Figure 1. Placement density heat map (run 1).
Bar = 20 um. The die is cut into 12 by 12 equal tiles; dark blue is low, red is high, 0 to 100% covered.
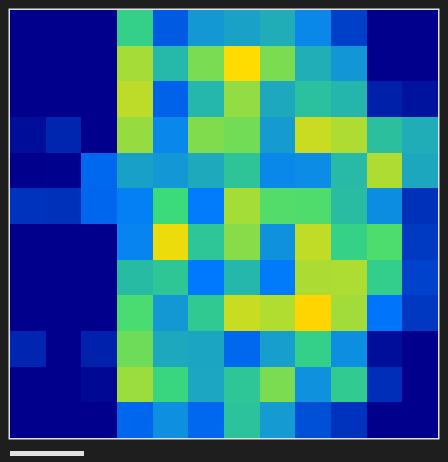
Figure 2. Track usage over the die (run 1).
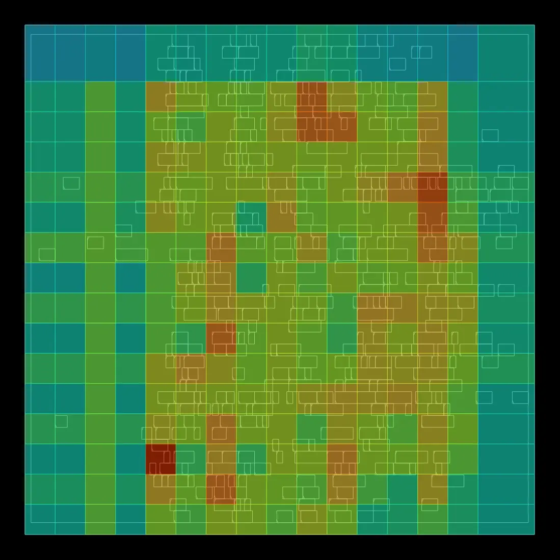
Figure 3. Cell classes on the final placement (run 1).
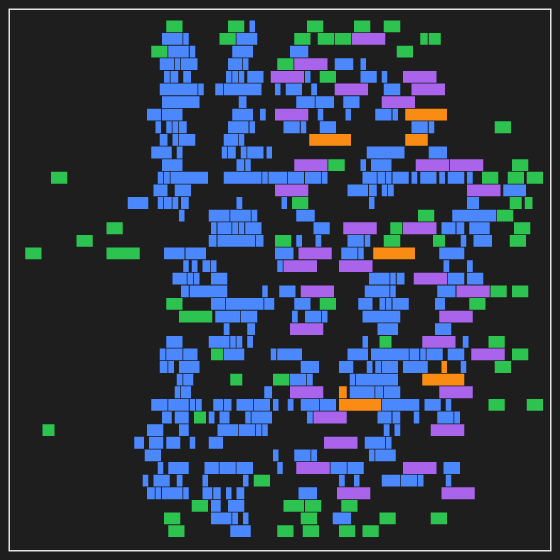
===== src/rtl/hack_logic_pkg.sv =====
// Shared op codes, FSM state encoding and a small decode helper for the
// bitwise accumulate unit and its combinational operator.
package hack_logic_pkg;

  localparam logic [2:0] OP_AND    = 3'b000;
  localparam logic [2:0] OP_OR     = 3'b001;
  localparam logic [2:0] OP_XOR    = 3'b010;
  localparam logic [2:0] OP_NAND   = 3'b011;
  localparam logic [2:0] OP_NOR    = 3'b100;
  localparam logic [2:0] OP_XNOR   = 3'b101;
  localparam logic [2:0] OP_NOT_B  = 3'b110;
  localparam logic [2:0] OP_PASS_B = 3'b111;

  typedef enum logic [0:0] {
    ST_IDLE  = 1'b0,
    ST_ACCUM = 1'b1
  } state_t;

  // A packet opens only when accumulation is requested and more beats follow.
  function automatic logic opens_packet(input logic acc, input logic last);
    return acc && !last;
  endfunction

endpackage


===== src/rtl/bitwise_op.sv =====
// Purely combinational WIDTH-bit bitwise operator selected by a 3-bit op code.
module bitwise_op
  import hack_logic_pkg::*;
#(
  parameter int WIDTH = 16
) (
  input  logic [2:0]       op,
  input  logic [WIDTH-1:0] x,
  input  logic [WIDTH-1:0] y,
  output logic [WIDTH-1:0] z
);

  // Operator select
  always_comb begin
    z = '0;
    case (op)
      OP_AND:    z = x & y;
      OP_OR:     z = x | y;
      OP_XOR:    z = x ^ y;
      OP_NAND:   z = ~(x & y);
      OP_NOR:    z = ~(x | y);
      OP_XNOR:   z = ~(x ^ y);
      OP_NOT_B:  z = ~y;
      OP_PASS_B: z = y;
      default:   z = '0;
    endcase
  end

endmodule


===== src/rtl/bitwise_acc_unit.sv =====
// Pipelined bitwise logic unit with packet accumulation over a valid/ready stream.
// Define BITWISE_ACC_FLAGS_EN to add the registered out_zr/out_ng status flags.
module bitwise_acc_unit
  import hack_logic_pkg::*;
#(
  parameter int WIDTH = 16
) (
  input  logic             clk,
  input  logic             rst_n,
  input  logic             in_valid,
  output logic             in_ready,
  input  logic [WIDTH-1:0] in_a,
  input  logic [WIDTH-1:0] in_b,
  input  logic [2:0]       in_op,
  input  logic             in_acc,
  input  logic             in_last,
  output logic             out_valid,
  input  logic             out_ready,
  output logic [WIDTH-1:0] out_data
`ifdef BITWISE_ACC_FLAGS_EN
  ,
  output logic             out_zr,
  output logic             out_ng
`endif
);

  state_t           state_r;
  state_t           state_nxt_s;
  logic [WIDTH-1:0] acc_r;
  logic [WIDTH-1:0] x_s;
  logic [WIDTH-1:0] z_s;
  logic             accept_s;
  logic             produce_s;
  logic             acc_load_s;

  // The single-entry output register can take a new beat whenever it is
  // empty or being drained this cycle, in every state.
  assign in_ready = !out_valid || out_ready;
  assign accept_s = in_valid && in_ready;

  // Operand X comes from the running accumulator while a packet is open
  always_comb begin
    x_s = in_a;
    case (state_r)
      ST_IDLE:  x_s = in_a;
      ST_ACCUM: x_s = acc_r;
      default:  x_s = in_a;
    endcase
  end

  bitwise_op #(.WIDTH(WIDTH)) u_op (
    .op(in_op),
    .x (x_s),
    .y (in_b),
    .z (z_s)
  );

  // Beat classification and next-state decision
  always_comb begin
    produce_s   = 1'b0;
    acc_load_s  = 1'b0;
    state_nxt_s = state_r;
    if (accept_s) begin
      case (state_r)
        ST_IDLE: begin
          if (opens_packet(in_acc, in_last)) begin
            acc_load_s  = 1'b1;
            state_nxt_s = ST_ACCUM;
          end else begin
            produce_s   = 1'b1;
          end
        end
        ST_ACCUM: begin
          if (in_last) begin
            produce_s   = 1'b1;
            state_nxt_s = ST_IDLE;
          end else begin
            acc_load_s  = 1'b1;
          end
        end
        default: begin
          state_nxt_s = ST_IDLE;
        end
      endcase
    end else begin
      state_nxt_s = state_r;
    end
  end

  // FSM, accumulator and output register
  always_ff @(posedge clk) begin
    if (!rst_n) begin
      state_r   <= ST_IDLE;
      acc_r     <= '0;
      out_valid <= 1'b0;
      out_data  <= '0;
    end else begin
      state_r <= state_nxt_s;
      if (acc_load_s) begin
        acc_r <= z_s;
      end else begin
        acc_r <= acc_r;
      end
      // A new result overwrites a popped one in the same cycle, no bubble.
      if (produce_s) begin
        out_valid <= 1'b1;
        out_data  <= z_s;
      end else if (out_ready) begin
        out_valid <= 1'b0;
      end else begin
        out_valid <= out_valid;
      end
    end
  end

`ifdef BITWISE_ACC_FLAGS_EN
  // Status flags load together with out_data
  always_ff @(posedge clk) begin
    if (!rst_n) begin
      out_zr <= 1'b0;
      out_ng <= 1'b0;
    end else if (produce_s) begin
      out_zr <= (z_s == '0);
      out_ng <= z_s[WIDTH-1];
    end else begin
      out_zr <= out_zr;
      out_ng <= out_ng;
    end
  end
`endif

endmodule


===== config.mk =====
export PLATFORM = sky130hd
export DESIGN_NAME = bitwise_acc_unit
export DESIGN_NICKNAME = d
export VERILOG_FILES = /design/src/rtl/hack_logic_pkg.sv /design/src/rtl/bitwise_op.sv /design/src/rtl/bitwise_acc_unit.sv
export SDC_FILE = /design/constraint.sdc
export NUM_CORES = 1
export LEC_CHECK = 0
export CORE_UTILIZATION = 25
export CTS_CLUSTER_DIAMETER = 60
export DETAILED_ROUTE_END_ITERATION = 8
export HOLD_SLACK_MARGIN = 0.15
export PLACE_DENSITY_LB_ADDON = 0.2
export SETUP_SLACK_MARGIN = 0.4
export SYNTH_ARGS = -nofsm -noshare
export SYNTH_HDL_FRONTEND = slang
export SYNTH_HIERARCHICAL = 1
export SYNTH_SLANG_ARGS = --single-unit

===== constraint.sdc =====
create_clock -name clk -period 3.1 [get_ports clk]
set_input_delay 0.93 -clock clk [delete_from_list [all_inputs] [get_ports clk]]
set_output_delay 0.93 -clock clk [all_outputs]
set_load 0.02 [all_outputs]

==> out/writeup.txt, run 1 <==
The clock reaches the later pin of the worst-skew pair after 0.28 ns. Setup slack on the worst path after placement came out at 0.0765 ns. According to the timing report, the critical path is launched from in_a[15]. The cell area after placement was 3930 um2.

The number of cells reported by Yosys stat comes to 367. Total power normalized to cell area comes to 368 nW/um2. At the worst endpoint, the arrival time is 2.82 ns.

The final tally of hold violations is 0, and the synthesized area divided by synthesized cell count is 8.92 um2. Non-clock buffers make up 16.3% of the layout cell area. The path class of the lowest-slack min-delay path is reg -> reg. The clock tree has to reach 34 sinks. The run gives 681 um2 as the storage element area.

The leakage power of the design is 0.00189 uW, and the sequential portion of the cell area is 16.5%. During I/O placement, the number of pins put on the boundary was 59. The post-CTS clock slew at the launch and capture registers of the worst setup and hold paths was 0.05 ns. The layout has 68 buffers outside the clock class.

Of all flip-flops after synthesis, the portion carrying an async set or reset was 0%. Setup repair after global routing could not meet its margin everywhere. The transition time of the tightest slew-check pin works out to 0.802 ns. Cell taking the most area after synthesis: sky130_fd_sc_hd__dfxtp_1. Vias per cell: 4.39. The run finished with clean final reports. Before any placement, the netlist area is recorded as 3270 um2.

CTS built an H-tree with a depth of 2. Power attributed to sequential cells is 487 uW. The clock skew is 0.00341 ns.

In this run, CTS created clock tree buffers numbering 5. Measured on the final layout, the clock distribution area share stands at 3.58%. Max-slew headroom at the worst pin: 46.5%. The run gives 2 for the number of antenna violations at the first check in global routing. The relative area change from synthesis to final layout came out at 25.9%.

For this run, the detailed router's first-pass iteration total came to 4. The run gives 7.58 mm as the total routed wirelength. The die width works out to 116 um.

The report shows a maximum critical-path fanout of 2. In this run, flip-flops and latches consume 32.1% of the power. Traced cell by cell, the critical path runs through clkdlybuf4s50_1 > mux2_4 > inv_1 > ha_4 > mux2_4 > mux4_2 > nand2_2 > mux2i_1.
Back to the opening pictures, Figure 1:
nearly empty tiles: 25%
fullest tile: 76%
tiles over 75% full: 0.70%
mean over tiles: 29%

Back to the opening pictures, Figure 2:
wire length per cell after detailed routing: 12.9 um
GR met1 Demand/Resource: 14.7%
fraction of met3 tracks used by global routing: 2.59%
global-route track usage on met2: 19.1%

Back to the opening pictures, Figure 3:
[green] remaining buffers and delay cells | cells: 68 | share of their area: 17%
[blue] combinational and other logic | cells: 307 | share of their area: 62%
[orange] clock drivers and dummy loads | cells: 8 | share of their area: 3.8%
[purple] sequential cells | cells: 34 | share of their area: 17%

run 1: synthesized netlist by cell type (4+ instances only):
library cell               count
sky130_fd_sc_hd__buf_6         4
sky130_fd_sc_hd__xnor2_1      12
sky130_fd_sc_hd__o32a_1        8
sky130_fd_sc_hd__mux4_2       12
sky130_fd_sc_hd__dfxtp_1      34
sky130_fd_sc_hd__nand2b_1      4
sky130_fd_sc_hd__mux2_4        4
sky130_fd_sc_hd__mux2i_1      48
sky130_fd_sc_hd__nand2_1      49
sky130_fd_sc_hd__a21oi_1      29
sky130_fd_sc_hd__inv_1        49
sky130_fd_sc_hd__nor2_1       29
sky130_fd_sc_hd__buf_12        5
sky130_fd_sc_hd__ha_1         32
sky130_fd_sc_hd__buf_2         7
sky130_fd_sc_hd__a22o_1        4
sky130_fd_sc_hd__clkbuf_1      9
sky130_fd_sc_hd__mux2_2       16
sky130_fd_sc_hd__or2_2         4
run 1: repair_timing:
action | CTS | global route
gates resized | 3 | 10
setup endpoints to repair | 1 | 10
pin swaps | 0 | 0
setup buffers | 0 | 1
run 1: through the flow:
step | power (uW) | utilization, % | hold slack (ns)
2_1_floorplan | 864 | - | 0.435
3_3_place_gp | 1000 | 31.0 | 0.442
3_5_place_dp | 1020 | 31.0 | 0.452
4_1_cts | 1530 | 32.2 | 0.459
5_1_grt | 1610 | 32.5 | 0.476
6_report | 1520 | 32.5 | 0.457
run 1: per-layer routing:
| layer | part of all wire, % | track usage [%] | wire length (um) |
|---|---|---|---|
| met4 | 1.5 | 4.02 | 112 |
| met2 | 45 | 19.1 | 3430 |
| met5 | 0.40 | 0 | 30 |
| met3 | 4.6 | 2.59 | 347 |
| met1 | 48 | 14.7 | 3660 |
run 1: state kept, by name, summed over array words and instances (netlist names):
register and cells:
out_valid 1, acc_r 16, state_r 1, out_data 16
## Run 2: what changed since run 1
--- a/config.mk
+++ b/config.mk
@@ -5,6 +5,7 @@
 export SDC_FILE = /design/constraint.sdc
 export NUM_CORES = 1
 export LEC_CHECK = 0
+export CAP_MARGIN = 15
 export CORE_UTILIZATION = 25
 export CTS_CLUSTER_DIAMETER = 60
 export DETAILED_ROUTE_END_ITERATION = 8
==> run 2 against run 1 <==
Non-clock buffer count unchanged. Via count did not move. Critical path type unchanged. Register-to-register slack about the same. Count of clock-buffer cells in the layout unchanged. Final cell count unchanged. Combinational power barely moved. Sequential cell count unchanged. Setup slack unchanged. Routed wire length did not move. Sequential share of layout area unchanged. First-iteration DRC count stayed put. Worst hold slack did not move.
==> out/writeup.txt, run 2 <==
For this design, Yosys synthesis ends with a cell count of 367. 59 I/O pins were placed. Die width: 116 um. The highest fanout seen on the critical path was 2; the relative area change from synthesis to final layout was 25.9%. Once placement finished, the instance area stood at 3930 um2. The commonest cells after synthesis are sky130_fd_sc_hd__inv_1, sky130_fd_sc_hd__nand2_1, sky130_fd_sc_hd__mux2i_1.

The path class of the lowest-slack min-delay path was reg -> reg. STA shows the worst reg2reg path with a cell count of 8. The report lists the cells along the critical path as clkdlybuf4s50_1 > mux2_4 > inv_1 > ha_4 > mux2_4 > mux4_2 > nand2_2 > mux2i_1. The number of antenna violations at the first check in global routing was 2; the final cell count without fillers was 589. The max-slew headroom at the worst pin came out at 46.5%. Counting flops with an async set or reset pin after synthesis yields a share of 0%. For the part of the total power dissipated in sequential elements, the log shows 32.1%. The tools report the final tally of hold violations as 0. The remaining number of nets flagged by the antenna check after routing came out at 0. The run gives 368 nW/um2 for the power per cell area.

Summing every instance area after synthesis gives 3270 um2. In this run the mean area of a mapped cell was 8.92 um2. The leakage component of the power was reported as 0.00189 uW. The run gives 1520 uW for the total chip power.

The flow ran to the end, and the final reports show no timing, DRC or antenna violations. Across all hold checks on the routed design, the worst slack comes to 0.457 ns. The TritonCTS buffer count is 5, and the clock skew is 0.00341 ns. The post-CTS clock slew at the launch and capture registers of the worst setup and hold paths was 0.05 ns. With the clock insertion delay at the later pin of the skew report at 0.28 ns, the critical path buffer and inverter count is 2.

Among all flip-flop cells after synthesis, the most frequent one is sky130_fd_sc_hd__dfxtp_1. The run gives 34 for the CTS sink count. The largest registers in the layout are acc_r: 16 flops, out_data: 16 flops. Data arrives at the worst endpoint at 2.82 ns. In the log, the iteration count for the first detailed-route pass is 4. Per the detail_route report, vias per standard cell equal 4.39.

For this block, the routed nets add up to 7.58 mm of wire. CTS built an H-tree with a depth of 2. The routed length per instance works out to 12.9 um.
-- run 2: how the worst max path moves through the flow --
stage | slack (ns) | to | startpoint
2_1_floorplan | 0.67 | acc_r[15] | in_a[15]
3_3_place_gp | 0.07 | in_ready | out_ready
3_5_place_dp | 0.08 | in_ready | out_ready
4_1_cts | 0.41 | acc_r[5] | in_a[5]
5_1_grt | 0.35 | acc_r[15] | in_a[15]
6_report | 0.41 | acc_r[15] | in_a[15]
-- run 2: cells by family after synthesis --
logic type,synth area share [%]
fa+ha+maj,12.2
simple gates,11.7
mux,30.3
xor+xnor,3.21
compound gates,9.37
flops,20.8
buf+inv,12.4
-- run 2: layer usage --
layer / up-vias / wire, um / GRT usage (%)
met3: 11 / 347 / 2.59
met4: 4 / 112 / 4.02
met5: - / 30 / 0
li1: 1322 / - / -
met1: 1204 / 3660 / 14.7
met2: 42 / 3430 / 19.1
-- run 2: power groups by stage --
stage               logic (uW)  clock network [uW]  registers, uW
CTS                        524                 516            488
floorplan                  345                   0            518
global placement           509                   0            496
finish                     528                 501            487
global route               582                 533            491
detailed placement         522                   0            497
-- run 2: cell type report --
| class | instances | area [um2] | area share (%) |
|---|---|---|---|
| inverters | 49 | 184 | 4.47 |
| multi-input cells | 258 | 2220 | 53.9 |
| clock buffers | 7 | 143 | 3.46 |
| well taps | 172 | 215 | 5.22 |
| clock inverters | 1 | 5.00 | 0.122 |
| repair buffers | 68 | 671 | 16.3 |
| flip-flops and latches | 34 | 681 | 16.5 |
-- run 2: repair_timing --
action,CTS,global route
cloned,0,0
hold endpoints to repair,0,0
gates resized,3,10
endpoints found under the setup margin,1,10
setup buffers,0,1
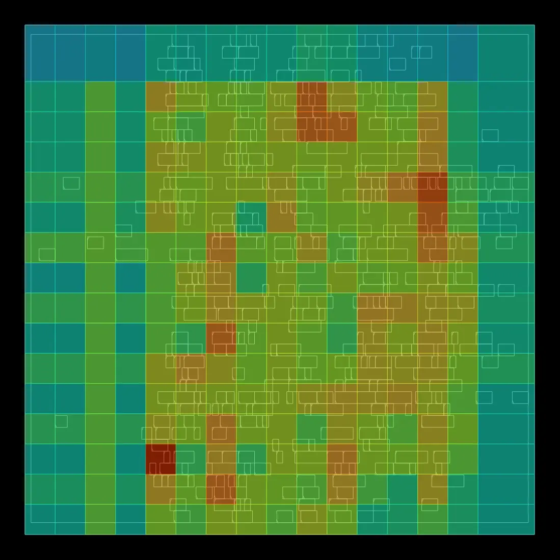
Figure 4: run 2, track usage over the die.
GRT busiest layer: met2
Overall Global Routing Usage: 11.5%
utilization of the core after routing: 32.5%

## Run 3: what changed since run 2
--- a/config.mk
+++ b/config.mk
@@ -6,13 +6,13 @@
 export NUM_CORES = 1
 export LEC_CHECK = 0
 export CAP_MARGIN = 15
-export CORE_UTILIZATION = 25
+export CORE_UTILIZATION = 54
 export CTS_CLUSTER_DIAMETER = 60
 export DETAILED_ROUTE_END_ITERATION = 8
 export HOLD_SLACK_MARGIN = 0.15
 export PLACE_DENSITY_LB_ADDON = 0.2
+export RECOVER_POWER = 50
 export SETUP_SLACK_MARGIN = 0.4
 export SYNTH_ARGS = -nofsm -noshare
 export SYNTH_HDL_FRONTEND = slang
-export SYNTH_HIERARCHICAL = 1
 export SYNTH_SLANG_ARGS = --single-unit
==> run 3 against run 2 <==
Utilization increased by 36 points. Worst hold slack got worse by 0.0049 ns. Clock power decreased by 34%. Synthesized cell count increased by 13%. Global-route usage increased by 15 points. Sequential power decreased by 0.8%. Via count increased by 18%. Routed wire length increased by 4.4%. Total power decreased by 16%. Largest power group is now sequential cells.
==> out/writeup.txt, run 3 <==
The number of antenna violations at the first check in global routing was 0; the vias per cell was 5.78. The synthesized area divided by synthesized cell count came out at 7.77 um2. The critical path contains buffers and inverters numbering 2 combined. Clock-pin slew was measured on the worst setup and hold paths at 0.07 ns. With the worst reg2reg path depth at 7, the post-layout utilization of the core is 68.5%. The worst path arrival time was 1.66 ns. The run gives 0.00160 uW as the leakage power of the design. Hold timing on the final database bottoms out at a slack of 0.452 ns. The sequential cells in the finished layout cover a total of 681 um2. The detailed router reported a total wirelength of 7.92 mm. The met1 routed wirelength after detailed routing was 3.63 mm; the highest fanout seen on the critical path was 2. The flow ran to the end, and the final reports show no timing, DRC or antenna violations. The total cells reported by yosys after synthesis was 413. The first detailed-routing pass ran for 4 iterations. By count the netlist is led by sky130_fd_sc_hd__nand2_1, sky130_fd_sc_hd__inv_1, sky130_fd_sc_hd__dfxtp_1, sky130_fd_sc_hd__nand2b_1, sky130_fd_sc_hd__ha_1. The flow reported a cell area power density of 331 nW/um2.

Once layout is complete, the cells apart from fillers number 529. The run gives 3.87 mm as the wire length on met2. The clock drives 34 sinks. Fraction of registers with async set or reset after synthesis: 0%. In the final layout, the registers with the most flip-flops are acc_r: 16 flops, out_data: 16 flops.

The path class of the lowest-slack min-delay path was reg -> reg. At the later pin of the worst-skew pair, clock insertion delay measures 0.28 ns. From synthesis to final layout, the design area changed by 19.8%. Cell with the most instances after synthesis: sky130_fd_sc_hd__nand2_1.

The global router's overall resource usage is 26.8%. Setup repair after global routing left no endpoint under its margin. Total power for the finished layout comes to 1270 uW. The transition time of the tightest slew-check pin was 1.05 ns; the area of the multi-input gates was 2160 um2. Counting endpoints that fail hold in the final report gives 0.
[run 3: worst max path at each step]
stage | from | endpoint | slack, ns
5_1_grt | out_ready | out_data[7] | 0.37
3_3_place_gp | out_ready | in_ready | 0.08
3_5_place_dp | out_ready | in_ready | 0.07
2_1_floorplan | out_ready | in_ready | 0.97
6_report | out_ready | in_ready | 0.51
4_1_cts | out_ready | in_ready | 0.40
[run 3: metal layers]
| layer | track usage [%] | vias to the layer above |
|---|---|---|
| met5 | 0 | - |
| met4 | 8.55 | 0 |
| met3 | 3.56 | 5 |
| met2 | 45.9 | 82 |
| met1 | 34.6 | 1410 |
| li1 | - | 1560 |
[run 3: cell type report]
type,instances,area share (%)
Tap cell,72,2.34
Inverter,39,3.81
Multi-Input combinational cell,303,56.1
Sequential cell,34,17.7
Timing Repair Buffer,75,17.8
Clock buffer,6,2.15
[run 3: power by group]
part / switching (uW) / total (uW) / internal [uW] / leakage, uW
Clock: 159 / 331 / 171 / 0.0000431
Combinational: 252 / 458 / 206 / 0.00128
Sequential: 16.5 / 483 / 467 / 0.000278
[run 3: worst min-delay path: stages (launching register included)]
cell and delay (ns):
sky130_fd_sc_hd__dfxtp_1 0.31, sky130_fd_sc_hd__nand3_1 0.05, sky130_fd_sc_hd__o21ai_1 0.05
[run 3: cell families after synthesis]
logic type | Yosys count | share of synthesized area (%)
buf+inv | 76 | 11.4
fa+ha+maj | 32 | 12.5
mux | 18 | 5.66
simple gates | 131 | 22.7
compound gates | 122 | 26.5
flops | 34 | 21.2
[run 3: what timing repair did]
action	4_1_cts	5_1_grt
endpoints found under the setup margin	1	1
gates cloned	0	0
resized	3	1
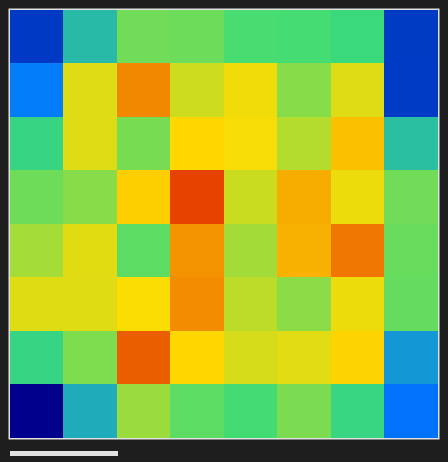
Figure 5: run 3, placement density heat map.
Bar = 20 um. The die is cut into 8 by 8 equal tiles; dark blue is low, red is high, 0 to 100% covered.
fullest tile: 93%
densest ninth of the die: middle
mean over tiles: 60%
tiles over 75% full: 20%
nearly empty tiles: 1.6%

Power is estimated from default activity; no workload was simulated.
